[config.mk]
export PLATFORM = sky130hd
export DESIGN_NAME = apu_serial_loader
export DESIGN_NICKNAME = d
export VERILOG_FILES = /design/src/rtl/apu_pkg.sv /design/src/rtl/uart_rx_byte.sv /design/src/rtl/apu_serial_loader.sv
export SDC_FILE = /design/constraint.sdc
export NUM_CORES = 1
export LEC_CHECK = 0
export CORE_MARGIN = 8
export CORE_UTILIZATION = 53
export CTS_CLUSTER_DIAMETER = 30
export DETAILED_ROUTE_END_ITERATION = 10
export HOLD_SLACK_MARGIN = 0.05
export PLACE_DENSITY_LB_ADDON = 0.05
export SKIP_CTS_REPAIR_TIMING = 1
export SLEW_MARGIN = 20
export SYNTH_ARGS = -nofsm -noshare
export SYNTH_HDL_FRONTEND = slang
export SYNTH_SLANG_ARGS = --single-unit
[constraint.sdc]
create_clock -name clk -period 2.3 [get_ports clk]
set_clock_uncertainty 0.1 [all_clocks]
set_input_delay 0.46 -clock clk [delete_from_list [all_inputs] [get_ports clk]]
set_output_delay 0.46 -clock clk [all_outputs]
set_load 0.05 [all_outputs]
[src/rtl/apu_pkg.sv]
// Shared constants and state encodings for the chiptune APU serial loader.
package apu_pkg;

    localparam logic [3:0] SYNC_NIBBLE  = 4'hA;
    localparam int         APU_CLK_HZ   = 4800;
    localparam int         BAUD         = 300;
    localparam int         NUM_APU_REGS = 8;

    typedef enum logic [2:0] {
        IDLE,
        START,
        DATA,
        STOP,
        BREAK
    } rx_state_e;

    typedef enum logic {
        P_ADDR,
        P_DATA
    } pkt_state_e;

endpackage

[src/rtl/uart_rx_byte.sv]
// Oversampled 8N1 receiver: two-flop synchroniser, start-bit glitch
// rejection, LSB-first data capture and stop-bit checking with a break
// state that keeps a held-low line from re-triggering.
module uart_rx_byte
    import apu_pkg::*;
#(
    parameter int OVERSAMPLE = 16
) (
    input  logic       clk,
    input  logic       rst_n,
    input  logic       rx,
    output logic       byte_valid,
    output logic [7:0] byte_data,
    output logic       frame_err
);

    localparam int             TW        = $clog2(OVERSAMPLE);
    localparam logic [TW-1:0]  HALF_TICK = TW'(OVERSAMPLE / 2 - 1);
    localparam logic [TW-1:0]  LAST_TICK = TW'(OVERSAMPLE - 1);

    logic [1:0]    sync_q;
    logic          prev_q;
    logic          rx_s;
    rx_state_e     state_q;
    logic [TW-1:0] tick_q;
    logic [2:0]    bit_cnt_q;
    logic [7:0]    shift_q;
    logic          byte_valid_q;
    logic          frame_err_q;

    assign rx_s = sync_q[1];

    // Synchronise the asynchronous line and keep a delayed copy for edge detection.
    always_ff @(posedge clk or negedge rst_n) begin
        if (!rst_n) begin
            sync_q <= 2'b11;
            prev_q <= 1'b1;
        end else begin
            sync_q <= {sync_q[0], rx};
            prev_q <= rx_s;
        end
    end

    // Receive state machine with registered valid/error pulses.
    always_ff @(posedge clk or negedge rst_n) begin
        if (!rst_n) begin
            state_q      <= IDLE;
            tick_q       <= '0;
            bit_cnt_q    <= '0;
            shift_q      <= '0;
            byte_valid_q <= 1'b0;
            frame_err_q  <= 1'b0;
        end else begin
            byte_valid_q <= 1'b0;
            frame_err_q  <= 1'b0;
            case (state_q)
                IDLE: begin
                    if (prev_q && !rx_s) begin
                        state_q <= START;
                        tick_q  <= '0;
                    end
                end
                START: begin
                    if (tick_q == HALF_TICK) begin
                        tick_q <= '0;
                        if (rx_s) begin
                            state_q <= IDLE;
                        end else begin
                            state_q   <= DATA;
                            bit_cnt_q <= '0;
                        end
                    end else begin
                        tick_q <= tick_q + 1'b1;
                    end
                end
                DATA: begin
                    if (tick_q == LAST_TICK) begin
                        tick_q  <= '0;
                        shift_q <= {rx_s, shift_q[7:1]};
                        if (bit_cnt_q == 3'd7) begin
                            state_q <= STOP;
                        end else begin
                            bit_cnt_q <= bit_cnt_q + 1'b1;
                        end
                    end else begin
                        tick_q <= tick_q + 1'b1;
                    end
                end
                STOP: begin
                    if (tick_q == LAST_TICK) begin
                        tick_q <= '0;
                        if (rx_s) begin
                            byte_valid_q <= 1'b1;
                            state_q      <= IDLE;
                        end else begin
                            frame_err_q <= 1'b1;
                            state_q     <= BREAK;
                        end
                    end else begin
                        tick_q <= tick_q + 1'b1;
                    end
                end
                BREAK: begin
                    if (rx_s) begin
                        state_q <= IDLE;
                    end
                end
                default: state_q <= IDLE;
            endcase
        end
    end

    assign byte_valid = byte_valid_q;
    assign byte_data  = shift_q;
    assign frame_err  = frame_err_q;

endmodule

[src/rtl/apu_serial_loader.sv]
// Frames (address, data) byte pairs from the serial receiver into the
// eight APU registers, with a packet timeout and frame-error abort.
module apu_serial_loader
    import apu_pkg::*;
#(
    parameter int OVERSAMPLE   = 16,
    parameter int TIMEOUT_BITS = 20
) (
    input  logic       clk,
    input  logic       rst_n,
    input  logic       rx,
    output logic [7:0] apu_reg_0,
    output logic [7:0] apu_reg_1,
    output logic [7:0] apu_reg_2,
    output logic [7:0] apu_reg_3,
    output logic [7:0] apu_reg_4,
    output logic [7:0] apu_reg_5,
    output logic [7:0] apu_reg_6,
    output logic [7:0] apu_reg_7,
    output logic       wr_stb,
    output logic [2:0] wr_addr,
    output logic       frame_err
);

    localparam int            TIMEOUT_CYCLES = TIMEOUT_BITS * OVERSAMPLE;
    localparam int            CW             = $clog2(TIMEOUT_CYCLES);
    localparam logic [CW-1:0] TIMEOUT_LAST   = CW'(TIMEOUT_CYCLES - 1);

    logic          byte_valid;
    logic [7:0]    byte_data;
    logic          rx_frame_err;

    pkt_state_e    pkt_q;
    logic [2:0]    addr_q;
    logic [CW-1:0] to_cnt_q;
    logic          wr_stb_q;
    logic [2:0]    wr_addr_q;
    logic [7:0]    regs_q [NUM_APU_REGS];

    uart_rx_byte #(
        .OVERSAMPLE (OVERSAMPLE)
    ) u_rx (
        .clk        (clk),
        .rst_n      (rst_n),
        .rx         (rx),
        .byte_valid (byte_valid),
        .byte_data  (byte_data),
        .frame_err  (rx_frame_err)
    );

    // Packet framing, timeout and register file; a data byte beats a coincident timeout.
    always_ff @(posedge clk or negedge rst_n) begin
        if (!rst_n) begin
            pkt_q     <= P_ADDR;
            addr_q    <= '0;
            to_cnt_q  <= '0;
            wr_stb_q  <= 1'b0;
            wr_addr_q <= '0;
            for (int i = 0; i < NUM_APU_REGS; i++) begin
                regs_q[i] <= 8'h00;
            end
        end else begin
            wr_stb_q <= 1'b0;
            case (pkt_q)
                P_ADDR: begin
                    if (byte_valid && (byte_data[7:4] == SYNC_NIBBLE)) begin
                        addr_q   <= byte_data[2:0];
                        to_cnt_q <= '0;
                        pkt_q    <= P_DATA;
                    end
                end
                P_DATA: begin
                    if (byte_valid) begin
                        regs_q[addr_q] <= byte_data;
                        wr_stb_q       <= 1'b1;
                        wr_addr_q      <= addr_q;
                        pkt_q          <= P_ADDR;
                    end else if (rx_frame_err || (to_cnt_q == TIMEOUT_LAST)) begin
                        pkt_q <= P_ADDR;
                    end else begin
                        to_cnt_q <= to_cnt_q + 1'b1;
                    end
                end
                default: pkt_q <= P_ADDR;
            endcase
        end
    end

    assign apu_reg_0 = regs_q[0];
    assign apu_reg_1 = regs_q[1];
    assign apu_reg_2 = regs_q[2];
    assign apu_reg_3 = regs_q[3];
    assign apu_reg_4 = regs_q[4];
    assign apu_reg_5 = regs_q[5];
    assign apu_reg_6 = regs_q[6];
    assign apu_reg_7 = regs_q[7];
    assign wr_stb    = wr_stb_q;
    assign wr_addr   = wr_addr_q;
    assign frame_err = rx_frame_err;

endmodule

==> notes.org, run 1 <==
* Flow results

** Setup path
- Worst setup path category :: register to primary output
- End point of the critical path :: frame_err
- The timing report shows that the slowest cell on the worst path is sky130_fd_sc_hd__clkdlybuf4s50_1.
- For this run, the slowest stage of the critical path takes 0.83 ns.
- Family with the most delay on the worst path :: buffers and inverters
- STA classifies the critical path startpoint as a register.
- CP Data Required Time :: ~1.7 ns
- The worst register-to-register path depth is 5.
- STA classifies the critical path endpoint as a primary output.
- Largest fanout of any net on the critical path :: 2

** Final layout
- Clock buffer and inverter area fraction after layout :: just over 4%
- Antenna Cells :: 0
- The finished layout holds about 500 standard cells, fillers aside.
- By instance count after routing, the leading logic cell types are 101 x sky130_fd_sc_hd__dfrtp_1, 70 x sky130_fd_sc_hd__clkdlybuf4s50_1, 62 x sky130_fd_sc_hd__mux2_2.
- In the final layout, the multi-input gates occupy 0.001638 mm2.
- There are 104 flip-flops and latches.
- The fraction of final cell area spent on non-clock buffers in this run is 14.63%.
- Most flops, register :: to_cnt_q
- The largest cell class by area is registers.
- Final net count :: between 300 and 400
- Combinational share of cell area :: 30.30%
- Filler cells :: between 600 and 700
- Summing all flip-flop and latch instances after layout gives approximately 0.0026 mm2.
- Count of inverters other than clock inverters in the layout :: 5
- Cells with a size suffix above 1 make up ~28% of the layout.
- Flip-flop count of the largest register, all copies and words added :: 9
- Clk_buf instances :: 10
- Number of logic gates :: approximately 190
- Buffer count excluding the clock tree in the final layout :: ~80

** Final timing
- The worst path needs 2.122 ns of the cycle, external delays included.
- Unrepaired setup endpoints after global routing :: no
- Slew margin rel. :: about 64%
- Final Hold Slack :: 0.2620 ns
- At the pin with the least slew margin, the transition time is about 0.54 ns.
- Smallest setup slack after layout :: 0.1784 ns
- Pins over their slew limit in the final report were tallied at 0.
- Fmax :: approximately 470 MHz
- Setup TNS :: 0 ns
- Hold Violations, Final :: 0

** Pwr
- Sequential power for this build is between 1.5 and 2 mW.
- Summed over all combinational cells, the power is ~250 uW.
- For this design the ratio of total power to cell area is roughly 630 mW/mm2.
- Sequential cell fraction of total power :: 56.7%
- The group that draws the most power in this run is registers.
- The final power report lists total power as 3.410 mW.
- Per the OpenROAD power report, leakage power amounts to between 2 and 3 nW.
- Cell internal power dissipation :: ~2.6 mW
- Net switching fraction of the power :: between 20% and 30%
- Gate power share :: around 7.2%

** Placed design
- Post-DP HPWL :: 5982 um
- Worst Setup Slack post-DPL :: roughly 0.16 ns
- Number of port buffers :: between 70 and 80
- The placement stage leaves a total instance area of a little over 0.005 mm2.

** Yosys
- The cell type that accounts for the most area after synthesis is sky130_fd_sc_hd__dfrtp_1.
- The stat command in Yosys gives a chip area of between 0.004 and 0.005 mm2.
- In this run, synthesis inferred 0 flip-flops with an integrated enable.
- Synth top area share :: about three fifths
- Area of the mapped netlist :: ~0.0043 mm2
- The cell-mix breakdown from Yosys lists the compound-gate area share as around 5.0%.
- Mean instance size in the synthesized netlist :: between 10 and 15 um2
- Top FF cell, synth :: sky130_fd_sc_hd__dfrtp_1
- Main logic family after synthesis :: multiplexers
- For this run, the register share of the synthesized area comes to between 60% and 70%.
- Cell variety after synth :: ~48
- After synthesis, the design contains 314 cells according to Yosys.
- Per the post-synthesis report, the nets total roughly 320.
- Commonest cells in the netlist :: 101 x sky130_fd_sc_hd__dfrtp_1, 62 x sky130_fd_sc_hd__mux2_2, 16 x sky130_fd_sc_hd__nand2_1

** Global routing
- Met3 usage :: between 4 and 5%
- Total global-route track usage over all layers is 16.25%.
- Number of global-route vias before repair :: between 2000 and 3000
- The first global-routing pass estimated approximately 15000 um of wire.
- Global routing consumed, on the met1 layer, between 20% and 30% of the routing resources.

** Floorplanning
- The flow inserted roughly 110 tap cells.

** Min path
- Class of the tightest hold or removal check :: register to register
- The startpoint identified for the worst hold timing path is u_rx.sync_q[0].
- The endpoint of the worst hold path is reported as u_rx.sync_q[1].
- The report gives the cell count of the worst hold path as 0.

** Detailed routing
- DR WL/cell :: between 15 and 20 um
- Detailed routing inserted a total of about 2700 vias.
- The final layout contains routed wiring with a total length of 8807 um.
- DR top layer :: met4
- Routed length on met2 :: 4095 um
- Via-per-instance ratio :: ~5.4

** Run
- In this run the tools logged warnings totalling 26.
- Count of max-cap constraint violations :: 0

** CTS
- CTS placed an instance of sky130_fd_sc_hd__clkbuf_8 at the clock tree root.
- In this run the number of H-tree levels came out at 3.
- Clock Sinks :: approximately 100

** Outcome
- Outcome :: finished, final reports clean
### Power grid, run 1

Bar = 20 um. Pins as bars on the die edge. Tap cells in gray.
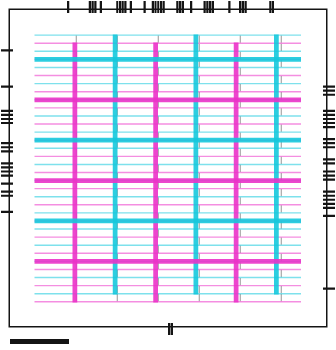
color	net
magenta	VSS
cyan	VDD
rows	33
met5 straps	6
met1 rails	34
met4 straps	6
signal pins	72
Die X: 106.4 um
overall die height: 106.4 um
peak ir drop on the vdd network: 413.8 uV
Std-Cell Core Area: 0.008051 mm2

### Placement by cell class, run 1

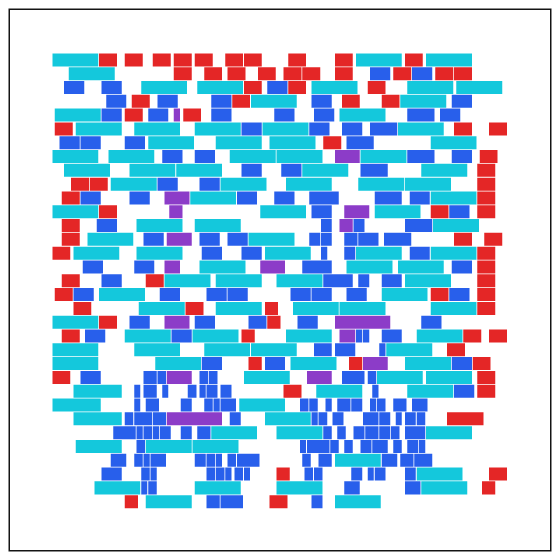
color	class	cells
cyan	flops	104
blue	all other logic	194
red	other buffers and delay cells	80
purple	clock drivers and dummy loads	16
proportion of cell area occupied by registers: 48.22%
Final Instance Area: 0.005405 mm2
final core utilization: 67.13%
Core Rows: 33

### Clock wires, drivers and flops, run 1

Bar = 20 um.
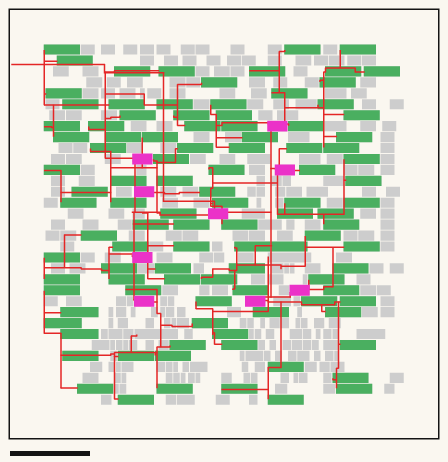
[magenta] cells driving clock nets | count: 9
[red] clock wires | length: 1120 um
[green] flip-flops | count: 104
flops lie	all over the die
insertion delay at the late pin of the worst-skew pair: 0.35 ns
part of the power in the clock network: 36.1%
power consumed by the clock network: 1.23 mW

## Run 2: what changed since run 1
Settings changed: CORE_UTILIZATION 53 to 48.
Clock period 2.3 ns to 1.9 ns, I/O delays scaled along.
### Placement by cell class, run 2

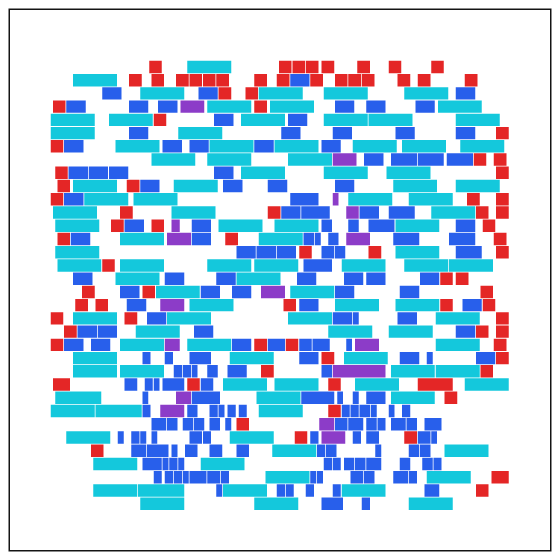
color	class	cells
purple	clock drivers and dummy loads	16
cyan	flops	104
red	other buffers and delay cells	89
blue	all other logic	194
Std-Cell Core Area: 0.008721 mm2
proportion of cell area occupied by registers: 49.21%
Core Rows: 34
final core utilization: 60.73%

==> notes.org, run 2 <==
* Flow results

** Outcome
- The flow ran to the end, and the final reports show no timing, DRC or antenna violations.

** Final layout
- Count of inverters other than clock inverters in the layout :: 5
- Portion of the layout cell area used by non-clock buffers :: 12.95%
- The area taken by sequential standard cells is reported as between 0.002 and 0.003 mm2.
- In the final layout, the multi-input gates occupy between 0.0015 and 0.002 mm2.
- Number of logic gates :: between 150 and 200
- By area, registers come first.
- The filler cells instantiated in the layout total about 730.
- The finished cells cover about 0.0053 mm2.
- Flip-flop count of the largest register, all copies and words added :: 9
- Most flops, register :: to_cnt_q
- Ranking logic cells in the layout by count gives the top entries 101 x sky130_fd_sc_hd__dfrtp_1, 86 x sky130_fd_sc_hd__buf_4, 62 x sky130_fd_sc_hd__mux2_2.
- Leaving out filler cells and counting taps, the final layout contains 511.
- After the last flow step, the layout net total stands at slightly above 400.
- The layout has 10 clock buffers.
- Clock buffer and inverter area fraction after layout :: 3.709%
- Combinational share of cell area :: ~31%
- Antenna Cells :: 0
- In the final layout, excluding clock buffers the buffer count is 89.

** Setup path
- Worst setup path category :: register to register
- Type of element capturing the critical path :: register
- Among all stages on the critical path, the largest delay is contributed by sky130_fd_sc_hd__dfrtp_1.
- End point of the critical path :: apu_reg_0[2]
- CP Data Required Time :: about 2.1 ns
- Counting cells, the worst reg-to-reg path comes to 4.
- Slowest cell delay on critical path :: just under 0.5 ns

** Yosys
- The number of nets handed over by synthesis was 321.
- The synthesis run identifies the leading combinational cell family as multiplexers.
- The cell area that synthesis handed to floorplanning was ~0.0043 mm2.
- After synthesis, the most frequently instantiated cells are 101 x sky130_fd_sc_hd__dfrtp_1, 62 x sky130_fd_sc_hd__mux2_2, 16 x sky130_fd_sc_hd__nand2_1.
- Number of cells in the yosys synthesis report :: between 300 and 400
- Yosys reports that the leading cell type by area covers around 58% of the netlist area.
- Count of library flops with an enable pin :: 0
- Sequential cell area fraction in the yosys report :: 60.18%
- After Yosys synthesis, AND-OR and OR-AND compound gates account for approximately 5% of the synthesized area.
- In this run the mean area of a mapped cell was between 10 and 15 um2.
- According to the Yosys statistics, the synthesized design has a chip area of roughly 0.0043 mm2.
- Cell type with the largest total area :: sky130_fd_sc_hd__dfrtp_1

** Pwr
- Cell internal power dissipation :: 3.024 mW
- In this run the VDD rail shows a maximum IR drop of 427.7 uV.
- Power dissipated in sequential cells :: 2.34 mW
- Per the summary, power density relative to cell area is around 760 mW/mm2.
- Leakage dissipation :: 2.796 nW
- The dominant power group in this design is registers.
- Combinational cells consume a total of 322 uW.
- Gate power share :: approximately 8.0%
- Net switching fraction of the power :: around a quarter

** Min path
- STA shows the worst min-delay path finishing at u_rx.sync_q[1].

** Global routing
- Met1 usage in global routing :: 19.91%
- The first global-routing pass estimated roughly 15000 um of wire.
- Global router's overall resource usage :: between 10% and 20%
- Global routing used slightly above 5% of the available met3 tracks.
- Number of global-route vias before repair :: roughly 2900

** Run
- Total tool warning count :: 26

** Final timing
- Endpoints failing hold in the final report were tallied at 0.
- The final max-slew violation count recorded for this run is 0.
- Final Hold Slack :: around 0.26 ns
- Setup repair after global routing left no endpoint under its margin.
- Transition time of the tightest slew-check pin :: 0.4973 ns

** Placed design
- Number of port buffers :: 71
- Post-DP HPWL :: 6348 um
- Worst Setup Slack post-DPL :: 0.09574 ns

** Detailed routing
- Via-per-instance ratio :: approximately 5.4
- Routed WL :: approximately 9000 um

** CTS
- Clock root buffer master :: sky130_fd_sc_hd__clkbuf_8

** Floorplanning
- The floorplan step set the die height to approximately 110 um.
## Run 3: what changed since run 2
Settings changed: CORE_ASPECT_RATIO from default to 1.25.
### Routed metal, one color a layer, run 3

Bar = 20 um. Two of the layers only.
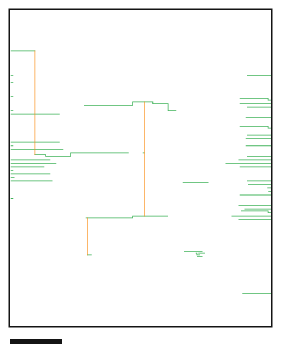
color	layer	wire length
green	met3	528 um
orange	met4	98.6 um
Routed WL: 9222 um
DR WL/cell: 17.67 um
global router's overall resource usage: 15.81%
via count: 2752

==> notes.org, run 3 <==
* Flow results

** Outcome
- The flow ran to the end, and the final reports show no timing, DRC or antenna violations.

** Global routing
- Wire length of the first global-routing pass :: between 15000 and 20000 um
- The number of global-route vias before repair came to ~2800.

** Yosys
- Summing every instance area after synthesis gives 0.004330 mm2.
- Summed over all instances, the cell type with the most area after synthesis is sky130_fd_sc_hd__dfrtp_1.
- Aoi share :: under 10%
- Mean instance size in the synthesized netlist :: between 10 and 15 um2
- Synthesis produced a netlist with a net count of roughly 320.

** Final layout
- More flip-flops sit in one register than any other, and that register is to_cnt_q.
- Flip-flop count of the largest register, all copies and words added :: 9
- Clock buffer and inverter area fraction after layout :: between 3 and 4%
- Commonest non-fill, non-tap cells in the layout :: 101 x sky130_fd_sc_hd__dfrtp_1, 84 x sky130_fd_sc_hd__buf_4, 62 x sky130_fd_sc_hd__mux2_2
- According to the finish report, the design has a final net count of ~400.
- The fraction of cell area in multi-input combinational cells is reported as between 30% and 40%.
- Proportion of cell area occupied by registers :: 49.08%
- After filler insertion, the fill cell instance count of the layout stands at between 700 and 800.
- Seq_cells :: between 100 and 150
- Fraction of layout cells with a size suffix above 1 :: ~46%
- In the final layout, excluding clock inverters the inverter count is 5.
- The final antenna diode tally reported by the flow is 0.

** Pwr
- In the power breakdown, the internal column shows just over 3 mW.
- Gate power share :: just under 8%
- Sequential cell fraction of total power :: between 50% and 60%
- For this design the static power due to leakage is around 2.8 nW.
- Main power-consuming group :: registers

** Setup path
- Per STA, the endpoint of the critical path is apu_reg_0[5].
- Sort of element at the start of the critical path :: register
- CP Data Required Time :: roughly 2 ns
- The critical path in this run is classified as register to register.
- Logic depth of the worst register-to-register path :: 4
- The largest single stage delay on the critical path is 0.48 ns.

** Final timing
- Smallest setup slack after layout :: between 0.1 and 0.15 ns
- Summed over all failing endpoints, the final setup total negative slack is 0 ns.
- Based on the critical path, the design can be clocked at up to ~560 MHz.
- Final Hold Slack :: approximately 0.26 ns
- The worst-case max-slew headroom was logged as 69.51%.
- Counting endpoints that fail hold in the final report gives 0.

** Detailed routing
- Routed length on met2 :: approximately 4400 um

** Floorplanning
- The floorplan step defined a core boundary enclosing 0.008748 mm2.
- The floorplan step set the die height to around 120 um.
- Tap insertion was completed with roughly 120 tapcells.

** Min path
- The number of cells on the worst hold path is listed as 0.

** Placed design
- Note, the detailed placer reported a final HPWL of 6512 um.

** Run
- The report counts max-capacitance violations totalling 0.
- Total tool warning count :: 26
Power and IR drop assume default switching activity.
